==> src/rtl/spi_mult_pkg.sv <==
// Shared definitions for the SPI multiplier peripheral.
//   - default operand width and synchroniser depth
//   - FSM state enumeration
//   - ctr_w(): width of a counter able to hold 0..2*width
package spi_mult_pkg;

  localparam int DEF_WIDTH       = 4;
  localparam int DEF_SYNC_STAGES = 2;

  // Fixed encodings so legacy state decoders keep working.
  typedef enum logic [2:0] {
    IDLE = 3'd0,
    RECV = 3'd1,
    MULT = 3'd2,
    SEND = 3'd3,
    HOLD = 3'd4
  } state_t;

  function automatic int ctr_w(input int width);
    return $clog2(2 * width + 1);
  endfunction

endpackage

==> src/rtl/seq_multiplier.sv <==
// Unsigned shift-add multiplier, one partial product per clock.
// Ports:
//   CLK, RST_N : clock, asynchronous active-low reset
//   start      : one-cycle pulse, latches A and B and restarts the sequence
//   A, B       : WIDTH-bit unsigned operands
//   res        : 2*WIDTH-bit product (final once done is seen)
//   done       : one-cycle pulse, WIDTH clocks after start was sampled
module seq_multiplier
  import spi_mult_pkg::*;
#(
  parameter int WIDTH = DEF_WIDTH
) (
  input  logic                 CLK,
  input  logic                 RST_N,
  input  logic                 start,
  input  logic [WIDTH-1:0]     A,
  input  logic [WIDTH-1:0]     B,
  output logic [2*WIDTH-1:0]   res,
  output logic                 done
);

  localparam int MCW = $clog2(WIDTH + 1);
  localparam logic [MCW-1:0] ITER = MCW'(WIDTH);
  localparam logic [MCW-1:0] ONE  = MCW'(1);

  logic [2*WIDTH-1:0] a_sh;
  logic [WIDTH-1:0]   b_sh;
  logic [2*WIDTH-1:0] acc;
  logic [MCW-1:0]     cnt;

  always_ff @(posedge CLK or negedge RST_N) begin
    if (!RST_N) begin
      a_sh <= '0;
      b_sh <= '0;
      acc  <= '0;
      cnt  <= '0;
      done <= 1'b0;
    end else if (start) begin
      a_sh <= {{WIDTH{1'b0}}, A};
      b_sh <= B;
      acc  <= '0;
      cnt  <= ITER;
      done <= 1'b0;
    end else if (cnt != '0) begin
      acc  <= acc + (b_sh[0] ? a_sh : '0);
      a_sh <= a_sh << 1;
      b_sh <= b_sh >> 1;
      cnt  <= cnt - ONE;
      // Last partial product lands this edge, so done and res line up.
      done <= (cnt == ONE);
    end else begin
      done <= 1'b0;
    end
  end

  assign res = acc;

endmodule

==> src/rtl/spi_mult_peripheral.sv <==
// SPI (mode 0, MSB first) slave that receives two WIDTH-bit operands,
// multiplies them and shifts the 2*WIDTH-bit product back out.
// Ports:
//   CLK, RST_N : system clock, asynchronous active-low reset
//   SCLK, CS   : SPI clock and active-low chip select (asynchronous)
//   MOSI       : serial data in (B first, then A)
//   MISO       : serial data out, 0 unless MISO_OE
//   MISO_OE    : drive enable, high only while sending
//   BUSY       : high while multiplying or sending
//   DONE       : one-cycle pulse when the product is loaded for sending
module spi_mult_peripheral
  import spi_mult_pkg::*;
#(
  parameter int WIDTH       = DEF_WIDTH,
  parameter int SYNC_STAGES = DEF_SYNC_STAGES
) (
  input  logic CLK,
  input  logic RST_N,
  input  logic SCLK,
  input  logic CS,
  input  logic MOSI,
  output logic MISO,
  output logic MISO_OE,
  output logic BUSY,
  output logic DONE
);

  localparam int PW    = 2 * WIDTH;
  localparam int CTR_W = ctr_w(WIDTH);
  localparam logic [CTR_W-1:0] NBITS = CTR_W'(PW);
  localparam logic [CTR_W-1:0] LAST  = CTR_W'(PW - 1);
  localparam logic [CTR_W-1:0] ONE   = CTR_W'(1);

  // Pin synchronisers, reset to the idle pin levels so no false edge
  // strobe appears when reset is released.
  logic [SYNC_STAGES-1:0] sclk_sync, cs_sync, mosi_sync;
  logic                   sclk_d, cs_d;

  always_ff @(posedge CLK or negedge RST_N) begin
    if (!RST_N) begin
      sclk_sync <= '0;
      cs_sync   <= '1;
      mosi_sync <= '0;
      sclk_d    <= 1'b0;
      cs_d      <= 1'b1;
    end else begin
      sclk_sync <= {sclk_sync[SYNC_STAGES-2:0], SCLK};
      cs_sync   <= {cs_sync[SYNC_STAGES-2:0], CS};
      mosi_sync <= {mosi_sync[SYNC_STAGES-2:0], MOSI};
      sclk_d    <= sclk_sync[SYNC_STAGES-1];
      cs_d      <= cs_sync[SYNC_STAGES-1];
    end
  end

  logic sclk_s, cs_s, mosi_s;
  logic sclk_rise, sclk_fall, cs_rise, cs_fall;

  assign sclk_s    = sclk_sync[SYNC_STAGES-1];
  assign cs_s      = cs_sync[SYNC_STAGES-1];
  assign mosi_s    = mosi_sync[SYNC_STAGES-1];
  assign sclk_rise =  sclk_s & ~sclk_d;
  assign sclk_fall = ~sclk_s &  sclk_d;
  assign cs_rise   =  cs_s   & ~cs_d;
  assign cs_fall   = ~cs_s   &  cs_d;

  state_t            state;
  logic [CTR_W-1:0]  cnt;
  logic [PW-1:0]     sreg;
  logic              mult_start, mult_done;
  logic [PW-1:0]     mult_res;

  // Operands: the first WIDTH bits shifted in (B) end up in the top half.
  assign mult_start = (state == RECV) && !cs_rise && (cnt == NBITS);

  seq_multiplier #(.WIDTH(WIDTH)) u_mult (
    .CLK   (CLK),
    .RST_N (RST_N),
    .start (mult_start),
    .A     (sreg[WIDTH-1:0]),
    .B     (sreg[PW-1:WIDTH]),
    .res   (mult_res),
    .done  (mult_done)
  );

  // A CS rise has priority over every other event in the active states.
  always_ff @(posedge CLK or negedge RST_N) begin
    if (!RST_N) begin
      state <= IDLE;
      cnt   <= '0;
      sreg  <= '0;
    end else begin
      case (state)
        IDLE: begin
          if (cs_fall) begin
            state <= RECV;
            cnt   <= '0;
            sreg  <= '0;
          end
        end
        RECV: begin
          if (cs_rise) begin
            state <= IDLE;
          end else if (cnt == NBITS) begin
            state <= MULT;
          end else if (sclk_rise) begin
            sreg <= {sreg[PW-2:0], mosi_s};
            cnt  <= cnt + ONE;
          end
        end
        MULT: begin
          if (cs_rise) begin
            state <= IDLE;
          end else if (mult_done) begin
            sreg  <= mult_res;
            cnt   <= '0;
            state <= SEND;
          end
        end
        SEND: begin
          if (cs_rise) begin
            state <= IDLE;
          end else if (sclk_rise && (cnt == LAST)) begin
            state <= HOLD;
          end else if (sclk_fall && (cnt < LAST)) begin
            sreg <= {sreg[PW-2:0], 1'b0};
            cnt  <= cnt + ONE;
          end
        end
        HOLD: begin
          if (cs_rise) state <= IDLE;
        end
        default: state <= IDLE;
      endcase
    end
  end

  assign MISO_OE = (state == SEND);
  assign MISO    = MISO_OE & sreg[PW-1];
  assign BUSY    = (state == MULT) || (state == SEND);
  assign DONE    = (state == MULT) && mult_done && !cs_rise;

endmodule

==> config.mk <==
export PLATFORM = sky130hd
export DESIGN_NAME = spi_mult_peripheral
export DESIGN_NICKNAME = d
export VERILOG_FILES = /design/src/rtl/spi_mult_pkg.sv /design/src/rtl/seq_multiplier.sv /design/src/rtl/spi_mult_peripheral.sv
export SDC_FILE = /design/constraint.sdc
export NUM_CORES = 1
export LEC_CHECK = 0
export CAP_MARGIN = 20
export CORE_AREA = 4 4 80 82
export DETAILED_ROUTE_END_ITERATION = 12
export DIE_AREA = 0 0 84 86
export MAX_ROUTING_LAYER = met4
export SETUP_SLACK_MARGIN = 0.4
export SLEW_MARGIN = 40
export SYNTH_ARGS = -nofsm -noshare
export SYNTH_HDL_FRONTEND = slang
export SYNTH_SLANG_ARGS = --single-unit
==> constraint.sdc <==
create_clock -name CLK -period 2.5 [get_ports CLK]
set_input_delay 0.5 -clock CLK [delete_from_list [all_inputs] [get_ports CLK]]
set_output_delay 0.5 -clock CLK [all_outputs]
set_load 0.005 [all_outputs]
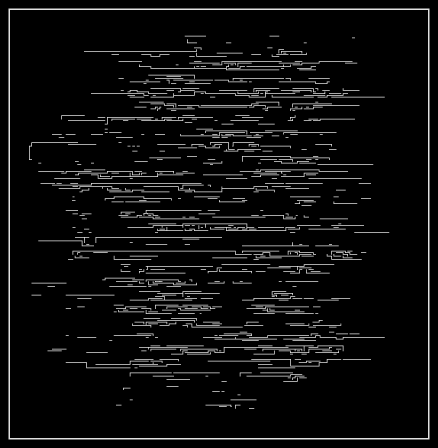
Run 1: signal wires on met1
The wires run mostly horizontal. The layer holds 48% of the routed length.
met1 GRT Util: 19.9%
total number of vias: 1896

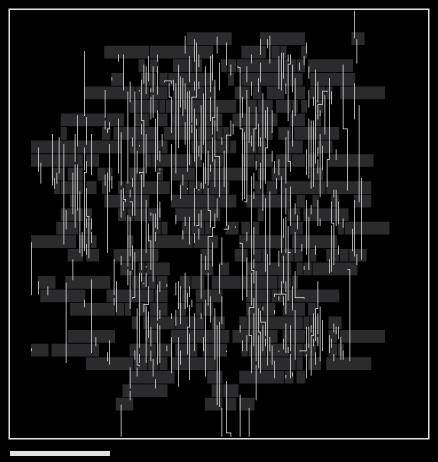
Run 1: met2 routing
The bar under the picture is 20 um long. Cells faint in the background.
The wires run mostly vertical. 233 nets have wire on it. The longest straight run is 24.8 um.
Total Routed Length: 5.06 mm
GR Layer Usage met2: 22.8%

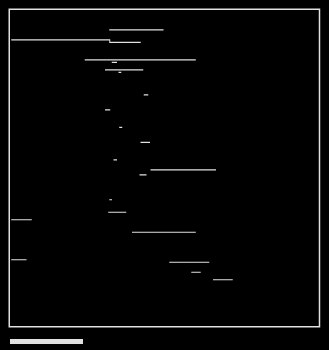
Run 1: met3 routing
The bar under the picture is 20 um long.
The layer carries 165 um of wire. 16 nets have wire on it.
met3 Track Usage GR: 3.75%

==> results.txt, run 1 <==
The synthesis and place-and-route flow finished, so here is a summary.

The flow ran to the end, and the final reports show no timing, DRC or antenna violations. Input and output buffers added on the ports amount to 8. The critical path data arrival time is 2.28 ns. Counting flops with a built-in enable in the synthesized netlist gives 0. In this run the horizontal extent of the chip is 84 um. The initial antenna violation count is 0.

Per STA, the worst path is made up of and2_4 > ha_4 > inv_2 > fa_2 > nor2b_4 > o21ai_1 > nand3_1 > or3b_4 > a21oi_2. The post-route met1 wirelength came out at 2.42 mm. The flow reported a cell area power density of 780 nW/um^2. The worst relative slew slack is 54.9%. The insertion delay to the later sink of the worst-skew pair came out at 0.30 ns. In this run, the synthesized area fraction spent on xor and xnor cells is recorded as 1.42%.

The number of cells produced by synthesis is between 200 and 300. STA classifies the critical path endpoint as a register. Per the power-grid run, VDD falls by no more than 507 uV. Ranked by instance count, the synthesized netlist is headed by sky130_fd_sc_hd__nand2_1 (47), sky130_fd_sc_hd__dfrtp_1 (44), sky130_fd_sc_hd__o21ai_0 (24), sky130_fd_sc_hd__a21oi_1 (16), sky130_fd_sc_hd__ha_1 (12). The global-route wire length before repair is between 8 and 9 mm.

The number of clock sinks seen by CTS is 47. The number of distinct library cells after synthesis is 44. The number of standard cells reported by yosys is about 260. The final critical path time including I/O delays and setup came out at 2.04 ns.

The share of the core area taken by cells at floorplan is 43.0%. The synthesized chip area reported by yosys is 2470 um^2. The per-instance average area after synthesis came out at about 9.5 um^2. The area share of and-or/or-and cells after synthesis is 16.5%. The combinational fraction of design power came out at 30.3%.

Adding up every negative setup slack in the final design gives 0 ns. Cells fill 53.0% of the core in the end. The path depth of the worst reg2reg path came out at 9.

The synthesis warning total came out at 0. The clock root buffer is sky130_fd_sc_hd__clkbuf_8. The count of final max-slew check failures came out at 0. The number of nets in the synthesized netlist is 278. For this run the aggregate overflow at the end of global routing stands at 0. For reference, the top logic cell family by area is simple AND/OR/NAND/NOR gates. The highest layer touched by signal routing is met4. The number of global-route vias before repair is 1834. The layout summary lists the proportion of cells stronger than drive strength 1 as between 20% and 30%.
## run 1: layout by cell type (no fill, tap or decap), drive strengths merged, types with 8 or more instances in the layout
master,count
nand2,47
o21ai,26
nor2b,8
inv,10
a21oi,16
dfrtp,44
ha,12
buf,24
a22oi,8
nor2,8
## run 1: through the flow
step	hold WS (ns)	setup slack, ns	std cells	power, mW	instance area, um^2
after global placement	0.332	0.357	338	1.66	2640
after global routing	0.176	0.347	360	2.55	3050
after detailed placement	0.338	0.285	338	1.67	2640
after floorplan	0.204	0.462	260	1.49	2470
final	0.151	0.459	360	2.38	3050
after CTS	0.160	0.353	355	2.36	2870
## run 1: final timing paths
path	from	to
hold / removal	RST_N	u_mult.a_sh[6]
setup reg to reg	u_mult.b_sh[0]	u_mult.res[4]
hold reg to reg	mosi_sync[0]	mosi_sync[1]
setup / recovery	u_mult.b_sh[0]	u_mult.res[4]
max in group asynchronous	RST_N	u_mult.res[0]
min in group CLK	mosi_sync[0]	mosi_sync[1]
## run 1: state kept, by name, indices dropped and copies added (netlist names), 3 cells and up
signal,count
u_mult.a_sh,8
u_mult.b_sh,4
cnt,4
u_mult.cnt,3
u_mult.res,8
sreg,8
state,3
## run 1: cell type report
| class | count | area (um^2) |
|---|---|---|
| clock buffers | 5 | 68.8 |
| clock inverters | 3 | 67.6 |
| fillers | 531 | 2700 |
| inverters | 10 | 37.5 |
| multi-input cells | 189 | 1320 |
| flip-flops and latches | 47 | 1180 |
| well taps | 75 | 93.8 |
| repair buffers | 31 | 274 |
## run 1: critical path, delay by kind of cell, from the launching register on
kind	cells	cell delay, ns
flops	1	0.43
compound gates	2	0.22
fa+ha+maj	2	0.52
simple gates	4	0.76
buf+inv	1	0.04
## run 1: cells by family (layout without fill, tap and decap cells)
family	after synthesis	count (layout)
XOR/XNOR	4	4
buffers and inverters	24	49
adder cells (fa/ha/maj)	13	13
AND/OR/NAND/NOR	99	99
AND-OR/OR-AND	66	66
flip-flops	47	47
multiplexers	7	7
## run 1: power by group through the flow
stage,Combinational (mW),Sequential [mW],Clock [mW]
after floorplan,0.534,0.956,0
after global placement,0.655,1.01,0
after detailed placement,0.658,1.01,0
after CTS,0.681,0.991,0.688
after global routing,0.815,1.01,0.719
final,0.720,0.992,0.665
## run 1: routing by layer
| layer | global-route usage [%] | vias to the layer above |
|---|---|---|
| met3 | 3.75 | 9 |
| met1 | 19.9 | 900 |
| met5 | - | - |
| li1 | - | 956 |
| met4 | 6.73 | 0 |
| met2 | 22.8 | 31 |
## run 1: what timing repair did
item,CTS,global route
setup endpoints to repair,7,17
gates resized,10,28
setup buffers,9,5
pin swaps,0,13
hold buffers,0,0
Run 1, a small window of the routed layout:
The bar under the picture is 5 um long. Window x 11 to 31, y 54 to 74 um. Cells in gray, sequential cells in the stronger gray; small squares are vias.
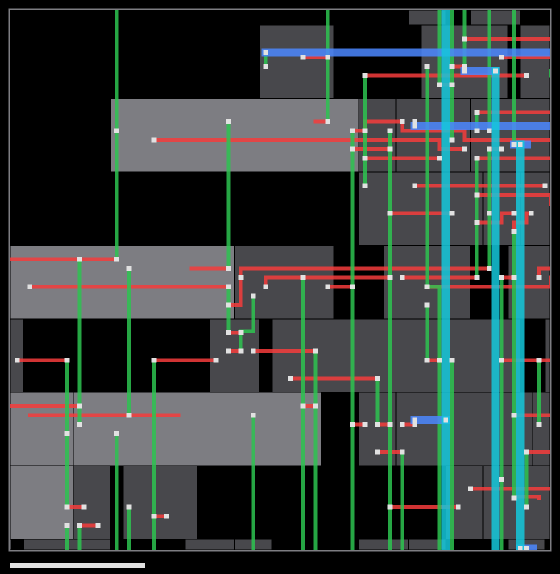

==> run 1 -> run 2 <==
clock period = 2.1 ns   (was 2.5 ns; I/O delays follow)
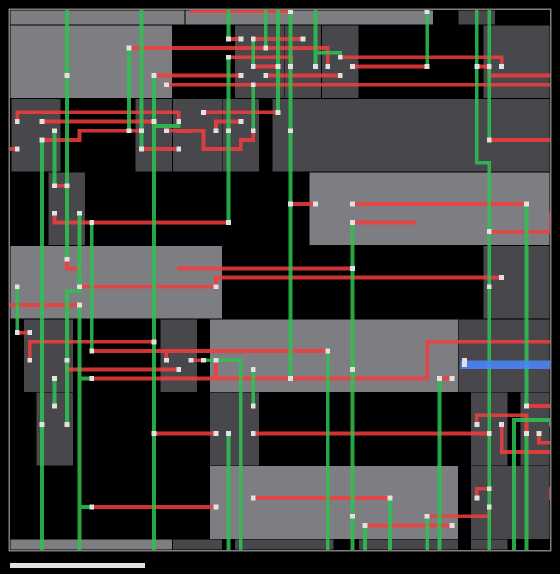
Run 2: a small window of the routed layout
The bar under the picture is 5 um long. Window x 11 to 31, y 54 to 74 um. Cells in gray, sequential cells in the stronger gray; small squares are vias.
Key: red = M1; green = M2; blue = M3
Netlist names of flops here include u_mult.a_sh (4), u_mult.b_sh (1). Sequential cells in the window: 5. Most frequent: nand2_1 (8), a21oi_1 (4), dfrtp_1 (4). 24 logic cells have their middle in the window.

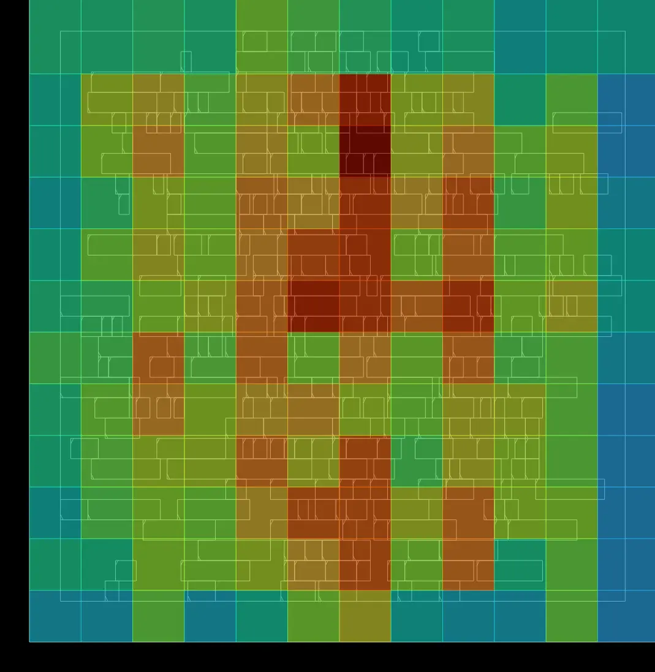
Run 2: congestion heat map
GR Layer Usage met2: 25.4%
GRT busiest layer: met2

==> results.txt, run 2 <==
The synthesis and place-and-route flow finished, so here is a summary.

The global routing usage summed across all routing layers came to 16.3% (was 15.3%). The most frequent standard cell in the layout excluding fill and tap cells was sky130_fd_sc_hd__dfrtp_1 (was sky130_fd_sc_hd__nand2_1). The number of standard cells reported by yosys came to 260 (unchanged). The CTS tree is yes (unchanged).

The clock root buffer is sky130_fd_sc_hd__clkbuf_8 (unchanged). The routed wire length is 5.89 mm (was 5.06 mm). The combinational fraction of design power came out at 38.5% (was 30.3%). The worst relative slew slack is 59.9% (was 54.9%). Run status: completed (unchanged). The area occupied by registers is 1180 um^2 (unchanged). The synthesized chip area reported by yosys came out at 2470 um^2 (unchanged).

The path depth of the worst reg2reg path came out at 6 (was 9). The synthesis warning total came out at 0 (unchanged). The cell count along the critical path was 6 (was 9).

The number of enable flip-flop cells came to 0 (unchanged). The total global routing overflow was 0 (unchanged). The uppermost layer routed is met4 (unchanged). The kind of cell adding the most delay to the critical path is AND-OR/OR-AND gates (was simple AND/OR/NAND/NOR gates). The cell count after placement came out at 340 (was 338).

The dominant register cell was sky130_fd_sc_hd__dfrtp_1 (unchanged). The number of filler instances in the final layout is 503 (was 531). The post-route worst hold slack is 0.204 ns (was 0.151 ns).

The kind of capture point of the worst setup path is a register (unchanged). The detail-routed via count per cell came out at 5.33 (was 5.27). Most frequent cells after synthesis: sky130_fd_sc_hd__nand2_1 (47), sky130_fd_sc_hd__dfrtp_1 (44), sky130_fd_sc_hd__o21ai_0 (24), sky130_fd_sc_hd__a21oi_1 (16), sky130_fd_sc_hd__ha_1 (12) (unchanged). The final critical path time including I/O delays and setup is 1.96 ns (was 2.04 ns). The post-layout worst setup margin is 0.140 ns (was 0.459 ns). The post-route met1 wirelength came out at 2.75 mm (was 2.42 mm). The number of nets in the synthesized netlist is 278 (unchanged). The number of cells produced by synthesis came out at 260 (unchanged).

The fraction of layout instances using a drive strength above 1 was 33.6% (was 22.1%). The total of hold buffers inserted after clock tree synthesis is 0 (unchanged). The combinational gate area came out at 1450 um^2 (was 1320 um^2). Most numerous logic cells after layout: sky130_fd_sc_hd__dfrtp_1 (42), sky130_fd_sc_hd__nand2_1 (41), sky130_fd_sc_hd__buf_4 (20), sky130_fd_sc_hd__o21ai_0 (15), sky130_fd_sc_hd__a21oi_1 (11) (was sky130_fd_sc_hd__nand2_1 (47), sky130_fd_sc_hd__dfrtp_1 (42), sky130_fd_sc_hd__o21ai_0 (22), sky130_fd_sc_hd__buf_4 (19), sky130_fd_sc_hd__a21oi_1 (11)). The number of antenna-violating nets in the routed design came out at 0 (unchanged).

The placement-stage worst setup slack came out at -0.0256 ns (was 0.285 ns). The number of clock sinks seen by CTS is 47 (unchanged). The number of global-route vias before repair is 1872 (was 1834).

The horizontal die dimension is 84 um (unchanged). The via count is 1972 (was 1896). The total power per unit cell area came to 976 nW/um^2 (was 780 nW/um^2). The global-route wire length before repair is 9.20 mm (was 8.56 mm). The critical path data arrival time was 2.17 ns (was 2.28 ns). The filler-free cell count of the finished design came to 370 (was 360). The buffers plus inverters on the worst setup path is 2 (was 1). The insertion delay to the later sink of the worst-skew pair was 0.30 ns (about the same).

The number of port buffers came to 8 (unchanged).
## run 2: cells by family after synthesis
kind of cell	Yosys count	synth area share [%]
AND-OR/OR-AND	66	16.5
XOR/XNOR	4	1.42
adder cells (fa/ha/maj)	13	6.89
buffers and inverters	24	4.46
flip-flops	47	47.7
multiplexers	7	2.84
AND/OR/NAND/NOR	99	20.2
## run 2: layout make-up
| cell class | count | area share, % |
|---|---|---|
| Clock buffer | 6 | 2.21 |
| Sequential cell | 47 | 35.9 |
| Inverter | 10 | 1.14 |
| Multi-Input combinational cell | 189 | 44.1 |
| Tap cell | 75 | 2.85 |
| Clock inverter | 2 | 1.83 |
| Timing Repair Buffer | 41 | 11.9 |
## run 2: final timing paths
check	startpoint	to	slack, ns
worst min register to register	mosi_sync[0]	mosi_sync[1]	0.35
min in group CLK	mosi_sync[0]	mosi_sync[1]	0.35
max in group asynchronous	RST_N	state[0]	1.47
worst max-delay path	cs_d	sreg[0]	0.14
worst max register to register	cs_d	sreg[0]	0.14
worst min-delay path	RST_N	mosi_sync[0]	0.20
## run 2: power by group through the flow
| stage | combinational (mW) | clock, mW | sequential (mW) |
|---|---|---|---|
| 3_5_place_dp | 0.858 | 0 | 1.18 |
| 3_3_place_gp | 0.852 | 0 | 1.19 |
| 5_1_grt | 1.36 | 0.838 | 1.22 |
| 2_1_floorplan | 0.637 | 0 | 1.14 |
| 4_1_cts | 0.938 | 0.797 | 1.17 |
| 6_report | 1.24 | 0.774 | 1.20 |
## run 2: routing by layer
layer | global-route usage, % | vias to the layer above
li1 | - | 972
met1 | 21.8 | 961
met2 | 25.4 | 28
met3 | 3.17 | 11
met4 | 4.82 | 0
met5 | - | -
## run 2: per-stage QoR
| stage | TNS (ns) | cell area [um^2] | util, % | total power [mW] |
|---|---|---|---|---|
| finish | 0 | 3290 | 57.3 | 3.21 |
| global route | 0 | 3290 | 57.3 | 3.42 |
| CTS | 0 | 3050 | 53.1 | 2.91 |
| detailed placement | -0.0256 | 2730 | 47.4 | 2.04 |
| global placement | 0 | 2730 | 47.4 | 2.04 |
| floorplan | 0 | 2510 | - | 1.78 |
## run 2: what timing repair did
action / CTS / global route
gates resized: 39 / 41
gates cloned: 0 / 3
pin swaps: 19 / 12
buffers inserted: 9 / 10
setup endpoints to repair: 34 / 41
Power and IR drop assume default switching activity.
